--- src/rtl/seven_seg_scanner.sv ---
// Time-multiplexed common-anode 7-segment scan driver with tear-free frame snapshots.
// Optional digit blinking is built when SEVEN_SEG_BLINK_EN is defined.
module seven_seg_scanner #(
   parameter int N_DIGITS     = 4,
   parameter int REFRESH_DIV  = 100000,
   parameter int BLANK_CYCLES = 1000
`ifdef SEVEN_SEG_BLINK_EN
   ,parameter int BLINK_FRAMES = 64
`endif
) (
   input  logic                  clk,
   input  logic                  rst,
   input  logic                  load,
   input  logic [4*N_DIGITS-1:0] digits_in,
   input  logic [N_DIGITS-1:0]   dp_in,
   input  logic [N_DIGITS-1:0]   blank_in,
`ifdef SEVEN_SEG_BLINK_EN
   input  logic [N_DIGITS-1:0]   blink_in,
`endif
   output logic [3:0]            bcd,
   output logic                  dp_n,
   output logic [N_DIGITS-1:0]   anode_n,
   output logic                  frame_start
);

   localparam int SW = (REFRESH_DIV > 1) ? $clog2(REFRESH_DIV) : 1;
   localparam int DW = (N_DIGITS > 1) ? $clog2(N_DIGITS) : 1;

   typedef struct packed {
      logic [N_DIGITS-1:0][3:0] code;
      logic [N_DIGITS-1:0]      dp;
      logic [N_DIGITS-1:0]      blank;
`ifdef SEVEN_SEG_BLINK_EN
      logic [N_DIGITS-1:0]      blink;
`endif
   } snap_t;

   snap_t               snapIn, pending, active;
   logic                loadPend;
   logic [SW-1:0]       slotCnt;
   logic [DW-1:0]       digitIdx;
   logic                slotWrap, frameEnd, guardDone, digitLit;
   logic [N_DIGITS-1:0] anodeNxt;

   always_comb begin
      snapIn       = '0;
      snapIn.code  = digits_in;
      snapIn.dp    = dp_in;
      snapIn.blank = blank_in;
`ifdef SEVEN_SEG_BLINK_EN
      snapIn.blink = blink_in;
`endif
   end

   assign slotWrap = (slotCnt == SW'(REFRESH_DIV - 1));
   assign frameEnd = slotWrap && (digitIdx == DW'(N_DIGITS - 1));

   generate
      if (BLANK_CYCLES == 0) begin : gNoGuard
         assign guardDone = 1'b1;
      end else begin : gGuard
         assign guardDone = (slotCnt >= SW'(BLANK_CYCLES));
      end
   endgenerate

`ifdef SEVEN_SEG_BLINK_EN
   localparam int FW = (BLINK_FRAMES > 1) ? $clog2(BLINK_FRAMES) : 1;
   logic [FW-1:0] frameCnt;
   logic          blinkHidden;

   assign digitLit = guardDone && !active.blank[digitIdx]
                     && !(blinkHidden && active.blink[digitIdx]);
`else
   assign digitLit = guardDone && !active.blank[digitIdx];
`endif

   // one-cold enable: only the scanned digit may be pulled low
   generate
      for (genvar g = 0; g < N_DIGITS; g++) begin : gAnode
         assign anodeNxt[g] = !((digitIdx == DW'(g)) && digitLit);
      end
   endgenerate

   always_ff @(posedge clk) begin
      if (rst) begin
         slotCnt       <= '0;
         digitIdx      <= '0;
         pending       <= '0;
         pending.blank <= '1;
         active        <= '0;
         active.blank  <= '1;
         loadPend      <= 1'b0;
         bcd           <= 4'h0;
         dp_n          <= 1'b1;
         anode_n       <= '1;
         frame_start   <= 1'b0;
`ifdef SEVEN_SEG_BLINK_EN
         frameCnt      <= '0;
         blinkHidden   <= 1'b0;
`endif
      end else begin
         slotCnt <= slotWrap ? '0 : slotCnt + 1'b1;
         if (slotWrap)
            digitIdx <= (digitIdx == DW'(N_DIGITS - 1)) ? '0 : digitIdx + 1'b1;

         // a load landing on the boundary goes straight to the display
         if (load) begin
            pending <= snapIn;
            if (frameEnd) begin
               active   <= snapIn;
               loadPend <= 1'b0;
            end else begin
               loadPend <= 1'b1;
            end
         end else if (frameEnd && loadPend) begin
            active   <= pending;
            loadPend <= 1'b0;
         end

         bcd         <= active.code[digitIdx];
         dp_n        <= ~active.dp[digitIdx];
         anode_n     <= anodeNxt;
         frame_start <= frameEnd;

`ifdef SEVEN_SEG_BLINK_EN
         if (frameEnd) begin
            if (frameCnt == FW'(BLINK_FRAMES - 1)) begin
               frameCnt    <= '0;
               blinkHidden <= ~blinkHidden;
            end else begin
               frameCnt    <= frameCnt + 1'b1;
            end
         end
`endif
      end
   end

endmodule

--- config.mk ---
export PLATFORM = sky130hd
export DESIGN_NAME = seven_seg_scanner
export DESIGN_NICKNAME = d
export VERILOG_FILES = /design/src/rtl/seven_seg_scanner.sv
export SDC_FILE = /design/constraint.sdc
export NUM_CORES = 1
export LEC_CHECK = 0
export CAP_MARGIN = 30
export CORE_ASPECT_RATIO = 1.2
export CORE_MARGIN = 2
export CORE_UTILIZATION = 50
export DETAILED_ROUTE_END_ITERATION = 16
export GPL_TIMING_DRIVEN = 0
export PLACE_DENSITY = 0.74
export SETUP_SLACK_MARGIN = 0.5
export SLEW_MARGIN = 10
export SYNTH_ARGS = -nofsm -noshare
export SYNTH_HDL_FRONTEND = slang
export SYNTH_SLANG_ARGS = --single-unit
--- constraint.sdc ---
create_clock -name clk -period 2.6 [get_ports clk]
set_clock_uncertainty 0.2 [all_clocks]
set_input_delay 0.39 -clock clk [delete_from_list [all_inputs] [get_ports clk]]
set_output_delay 0.39 -clock clk [all_outputs]
set_load 0.1 [all_outputs]
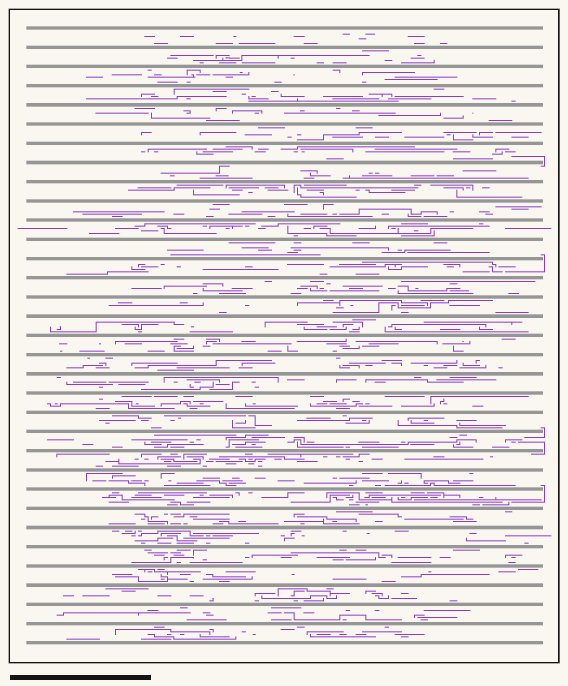
Fig. 1. Metal 1 (run 1).
The bar under the picture is 20 um long. Supply wires on this layer in gray.
longest straight run: 26.2 um
wire length on this layer: 2950 um
main direction: horizontal
nets with wire on the layer: 359

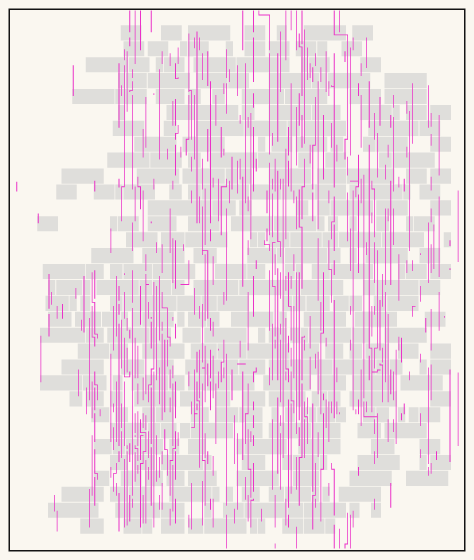
Fig. 2. The metal 2 layer (run 1).
share of all routed wire: 50%
main direction: vertical
nets with wire on the layer: 342

==> results_dict.tcl, run 1 <==
# implementation run metrics
set metrics [dict create \
    outcome "finished, violations left" \
    violations "setup timing" \
    cts_buffers 9 \
    dp_hpwl_mm 4.317 \
    h-tree-depth 3 \
    p_int_mw 1.761 \
    n_fill_cell 479 \
    slew_headroom_pct 37.03 \
    floorplan.nets 339 \
    wl_per_cell_um 14.69 \
    wl_mm 6.669 \
    cts_tree "done" \
    ys_cells 306 \
    synth-xor-area-share_pct 4.043 \
    top_area_cell "dfxtp_1" \
    synth-edff-count 0 \
    holdCritPathClass "register to register" \
    p_switching_mw 0.4998 \
    grt_max_degree 13 \
    grt_pass1_vias 2364 \
    aoi_share_pct 2.849 \
    reg2reg_slack_ns -0.03 \
    p_clk_share_pct 38.9 \
    area_delta_synth_final_pct 30.19 \
    final_cells 454 \
    dr.pass1.iters 4 \
    hold_depth 1 \
    pwr_density_cell_nw_per_um2 534.4 \
    final_util_pct 66.45 \
    startpoint_type "register" \
    ctsRootBufferMaster "clkbuf_8" \
    antenna_found_initial 0 \
    worstReg2RegEnd "active[21]$_SDFFE_PP0P_" \
    synth.top_cell.area_share_pct 48.06 \
    syn-cell-area_um2 3249 \
    yosysChipArea_um2 3249 \
    grt_pass1_wl_mm 10.94 \
    gp_congestion 0.7479 \
    arrival_ns 2.66 \
    flop_cell "dfxtp_1" \
    setup_ws_ns -0.03363 \
    logic_area_um2 1715 \
    die_x_um 77.59 \
    rows 32 \
    warnings 34 \
    synthMuxAreaShare_pct 19.10 \
    ios 37 \
    overflow 0 \
    insertion_delay_ns 0.34 \
    dieArea_um2 7162 \
    logic_family "simple AND/OR/NAND/NOR gates" \
    die_h_um 92.31 \
    vdd_ir_drop_max_uv 312.7 \
    path_max_fanout 10 \
    seq_power_share_pct 54.4 \
    place.port_buffers 35 \
    antenna_cells 0 \
    tightest_slew_ns 0.9483 \
    slew_viol_final 0 \
    finalNetCount 398 \
    num_vias 2348 \
    ys_seq_share_pct 48.06 \
    avgSynthCellArea_um2 10.62 \
    min_period_over_period_pct 101.3 \
    slowest_stage "or4_4" \
    via_per_inst 5.172 \
    grt_setup_unrepaired "yes" \
    cp.required_ns 2.63 \
    ctsHoldBuffers 0 \
    adder_share_pct 2.310 \
    mostFrequentLayoutCells "74 x dfxtp_1, 28 x nor2b_1, 27 x nor2_1, 25 x clkdlybuf4s50_1, 20 x mux2i_1" \
    ys_warn_count 0 \
    drtAntennaViolNets 0 \
    hold_violations 0 \
    worst_setup_path_end_kind "register" \
    synth.area.top_cells "dfxtp_1 48%, mux2_4 7.4%, mux2i_1 6.2%" \
    cts.path.max_buffers 2 \
    clkTransAtPathRegs_ns 0.07 \
    min_from "slotCnt[0]$_SDFF_PP0_" \
    drc 0 \
    period_needed_ns 2.634 \
    drt_iter0_markers 94 \
    drive_gt1_share_pct 28.46 \
    reg2reg_from "slotCnt[12]$_SDFF_PP0_" \
    fin_area_um2 4230 \
    placedCellCount 426 \
    p_sw_share_pct 22.11 \
    setup_violations 16 \
    crit_type "register to register" \
    regArea_um2 1569 \
]
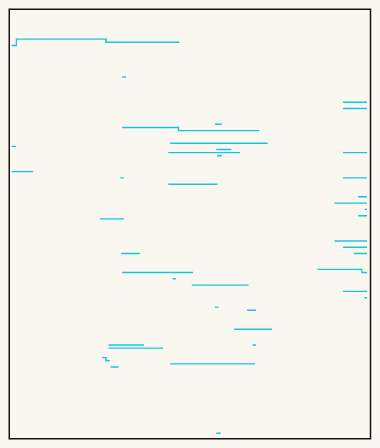
Fig. 3. Signal wires on met3 (run 1).
wire length on this layer: 270 um
nets with wire on the layer: 29
longest straight run: 20.7 um
share of all routed wire: 4.1%

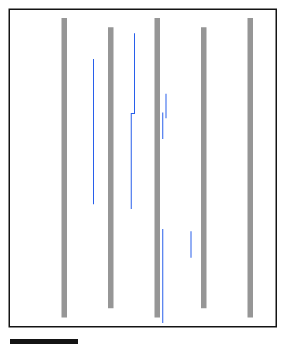
Fig. 4. Met4 routing (run 1).
The bar under the picture is 20 um long. Supply wires on this layer in gray.
wire length on this layer: 143 um
main direction: vertical
share of all routed wire: 2.1%
nets with wire on the layer: 5
longest straight run: 42.2 um

## run 1: power by group through the flow
stage	sequential, mW	clock, mW	combinational (mW)
floorplan	1.26	0	0.0725
global placement	1.26	0	0.128
detailed placement	1.26	0	0.130
CTS	1.23	0.894	0.138
global route	1.23	0.948	0.165
finish	1.23	0.880	0.150
## run 1: final cells by class
| class | instances | share of cell area [%] |
|---|---|---|
| Buffer | 22 | 4.348 |
| Clock buffer | 11 | 3.342 |
| Clock inverter | 4 | 1.124 |
| Inverter | 5 | 0.4437 |
| Multi-Input combinational cell | 201 | 40.55 |
| Sequential cell | 78 | 37.09 |
| Tap cell | 85 | 2.514 |
| Timing Repair Buffer | 48 | 10.59 |
## run 1: synth_stat cells (2+ instances only)
library cell and count:
dfxtp_1 78, nor2_1 43, nor2b_1 28, mux2i_1 20
clkbuf_1 17, mux2_4 16, nand2_1 11, xor2_1 10
nand4_1 8, a21oi_1 6, ha_1 6, mux4_2 6
inv_1 5, nor3_1 5, xnor2_1 5, a211o_1 4
and4_1 4, mux2_2 4, nand3_1 4, nor4_1 4
a211oi_1 2, buf_6 2, nand2b_1 2, nand4b_1 2
## run 1: layer usage
metal | track usage [%] | share of wire (%) | vias to the layer above
li1 | - | - | 1165
met1 | 24.53 | 44 | 1117
met2 | 31.90 | 50 | 51
met3 | 4.191 | 4.0 | 15
met4 | 10.57 | 2.1 | 0
met5 | 0 | 0 | -
## run 1: per-stage QoR
step                      hold WS (ns)  setup TNS (ns)
after CTS                       0.2804         -0.2312
after global routing            0.2843          -1.342
final                           0.2579         -0.1823
after floorplan                 0.2375         -0.1410
after detailed placement        0.2628          -7.927
after global placement          0.2550          -8.069
## run 1: critical path, delay by kind of cell, from the launching register on
family / cells / cell delay, ns
AND/OR/NAND/NOR: 3 / 1.26
buffers and inverters: 3 / 0.40
multiplexers: 1 / 0.30
flip-flops: 1 / 0.35
## run 1: flip-flops by register name, indices dropped and copies added (netlist names)
| register | cells |
|---|---|
| active | 24 |
| pending | 24 |
| slotCnt | 17 |
| anode_n | 4 |
| bcd | 4 |
| digitIdx | 2 |
| dp_n | 1 |
| frame_start | 1 |
| loadPend | 1 |
## run 1: logic make-up after synthesis
| kind of cell | count (synthesis) |
|---|---|
| AOI/OAI and AO/OA | 14 |
| xor gates and xnor gates | 15 |
| adders and majority gates | 6 |
| buffers and inverters | 27 |
| DFF | 78 |
| muxes | 46 |
| and+or+nand+nor | 120 |
## run 1: how the worst max path moves through the flow
stage                                 startpoint                       to  slack [ns]  cells past startpoint
final                     slotCnt[12]$_SDFF_PP0_  active[21]$_SDFFE_PP0P_       -0.03                      7
after global routing      slotCnt[12]$_SDFF_PP0_  active[21]$_SDFFE_PP0P_       -0.09                      7
after CTS                 slotCnt[12]$_SDFF_PP0_  active[21]$_SDFFE_PP0P_       -0.02                      7
after detailed placement                    load  active[22]$_SDFFE_PP0P_       -0.43                      6
after global placement                      load   active[8]$_SDFFE_PP0P_       -0.42                      6
after floorplan           slotCnt[14]$_SDFF_PP0_  active[11]$_SDFFE_PP0P_       -0.01                      7
## run 1: what timing repair did
action,in CTS,in global routing
pin swaps,0,2
cloned,1,0
setup endpoints to repair,75,61
resized,37,59
setup buffers,10,2
## Run 2: what changed since run 1
Settings changed: HOLD_SLACK_MARGIN set to 0.08, SLEW_MARGIN 10 to unset.
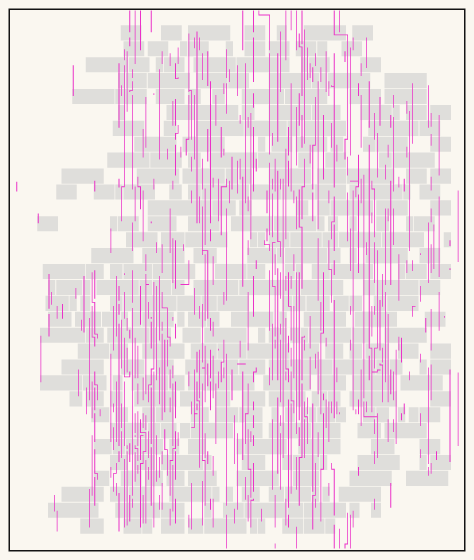
Fig. 5. The metal 2 layer (run 2).
share of all routed wire: 50%
main direction: vertical

==> results_dict.tcl, run 2 <==
# implementation run metrics
set metrics [dict create \
    syn-cell-area_um2 3249 \
    holdCritPathClass "register to register" \
    drtAntennaViolNets 0 \
    ys_cells 306 \
    outcome "finished, violations left" \
    dp_hpwl_mm 4.317 \
    grt_max_degree 13 \
    overflow 0 \
    synth.area.top_cells "dfxtp_1 48%, mux2_4 7.4%, mux2i_1 6.2%" \
    setup_ws_ns -0.03363 \
    avgSynthCellArea_um2 10.62 \
    grt_pass1_wl_mm 10.94 \
    clkTransAtPathRegs_ns 0.07 \
    ios 37 \
    reg.largest.list "active (24), pending (24), slotCnt (17)" \
    min_period_over_period_pct 101.3 \
    drive_gt1_share_pct 28.46 \
    synth.top_cell.area_share_pct 48.06 \
    h-tree-depth 3 \
    gp_congestion 0.7479 \
    wl_per_cell_um 14.69 \
    drt_iter0_markers 94 \
    slew_viol_final 0 \
    cts_tree "done" \
    rows 32 \
    cts_buffers 9 \
    grt_setup_unrepaired "yes" \
    ys.flops 78 \
    warnings 34 \
    top_area_cell "dfxtp_1" \
    num_vias 2348 \
    flop_cell "dfxtp_1" \
    n_fill_cell 479 \
    top_cell "dfxtp_1" \
    ys_seq_share_pct 48.06 \
    drv_cap 0 \
    startpoint_type "register" \
    finalNetCount 398 \
    dieArea_um2 7162 \
    ctsRootBufferMaster "clkbuf_8" \
    setup_violations 16 \
    dr.pass1.iters 4 \
    area_delta_synth_final_pct 30.19 \
    arrival_ns 2.66 \
    floorplan.nets 339 \
    cts.path.max_buffers 2 \
    antenna_cells 0 \
    tightest_slew_ns 0.9483 \
    vdd_ir_drop_max_uv 312.7 \
    layout_top_cell "dfxtp_1" \
    cts_sinks 78 \
    die_x_um 77.59 \
    ys_warn_count 0 \
    common_cells "78 x dfxtp_1, 43 x nor2_1, 28 x nor2b_1" \
    violations "setup timing" \
    pwr_density_cell_nw_per_um2 534.4 \
    synth-edff-count 0 \
    hold_violations 0 \
    period_needed_ns 2.634 \
    crit_type "register to register" \
    cp.required_ns 2.63 \
    drc 0 \
    via_per_inst 5.172 \
    yosysChipArea_um2 3249 \
    mostFrequentLayoutCells "74 x dfxtp_1, 28 x nor2b_1, 27 x nor2_1, 25 x clkdlybuf4s50_1, 20 x mux2i_1" \
    die_h_um 92.31 \
    grt_pass1_vias 2364 \
    path_max_fanout 10 \
    place.port_buffers 35 \
    slew_headroom_pct 37.03 \
    worst_setup_path_end_kind "register" \
    fp_util_pct 51.04 \
    antenna_found_initial 0 \
    wl_mm 6.669 \
    insertion_delay_ns 0.34 \
]
-- run 2: what timing repair did --
action                                  in CTS  in global routing
pin swaps                                    0                  2
endpoints found under the setup margin      75                 61
hold buffers                                 0                  0
setup buffers                               10                  2
gates resized                               37                 59
cloned                                       1                  0
-- run 2: final cells by class --
cell class                      count  area (um2)  share of cell area (%)
Tap cell                           85       106.4                   2.514
Sequential cell                    78        1569                   37.09
Clock buffer                       11       141.4                   3.342
Multi-Input combinational cell    201        1715                   40.55
Inverter                            5       18.77                  0.4437
Clock inverter                      4       47.55                   1.124
Buffer                             22       183.9                   4.348
Timing Repair Buffer               48       447.9                   10.59
-- run 2: worst paths after layout --
check | startpoint | end | slack (ns) | cells after the start
setup / recovery | slotCnt[12]$_SDFF_PP0_ | active[21]$_SDFFE_PP0P_ | -0.03 | 7
hold / removal | slotCnt[0]$_SDFF_PP0_ | slotCnt[0]$_SDFF_PP0_ | 0.26 | 1
setup reg to reg | slotCnt[12]$_SDFF_PP0_ | active[21]$_SDFFE_PP0P_ | -0.03 | 7
hold reg to reg | slotCnt[0]$_SDFF_PP0_ | slotCnt[0]$_SDFF_PP0_ | 0.26 | 1
-- run 2: power breakdown --
part	switching, mW	internal (mW)
registers	0.0104	1.22
clock network	0.419	0.462
logic	0.0706	0.0789
-- run 2: per-layer routing --
metal  track usage (%)  routed length (um)
met5                 0                   0
met4             10.57                 143
met3             4.191                 270
met2             31.90                3309
met1             24.53                2945
-- run 2: cells by family (layout without fill, tap and decap cells) --
logic type      after synthesis  after routing  share of synthesized area (%)
simple gates                120            120                          19.68
compound gates               14             14                          2.849
buf+inv                      27             90                          3.966
fa+ha+maj                     6              6                          2.310
xor+xnor                     15             15                          4.043
mux                          46             46                          19.10
flops                        78             78                          48.06
-- run 2: worst max-delay path, stage by stage, from the launching register on --
cell     delay (ns)
dfxtp_4        0.35
or4_4          0.51
or4_4          0.54
buf_6          0.13
or2_1          0.21
buf_6          0.13
buf_12         0.14
mux2_4         0.30
-- run 2: through the flow --
step	util (%)	instances	setup TNS (ns)	hold WS (ns)	area (um2)
after floorplan	-	306	-0.1410	0.2375	3282
after global placement	58.73	426	-8.069	0.2550	3739
after detailed placement	58.73	426	-7.927	0.2628	3739
after CTS	64.19	452	-0.2312	0.2804	4086
after global routing	66.45	454	-1.342	0.2843	4230
final	66.45	454	-0.1823	0.2579	4230
Power figures rest on the tool's default switching activity, not on a simulated workload.
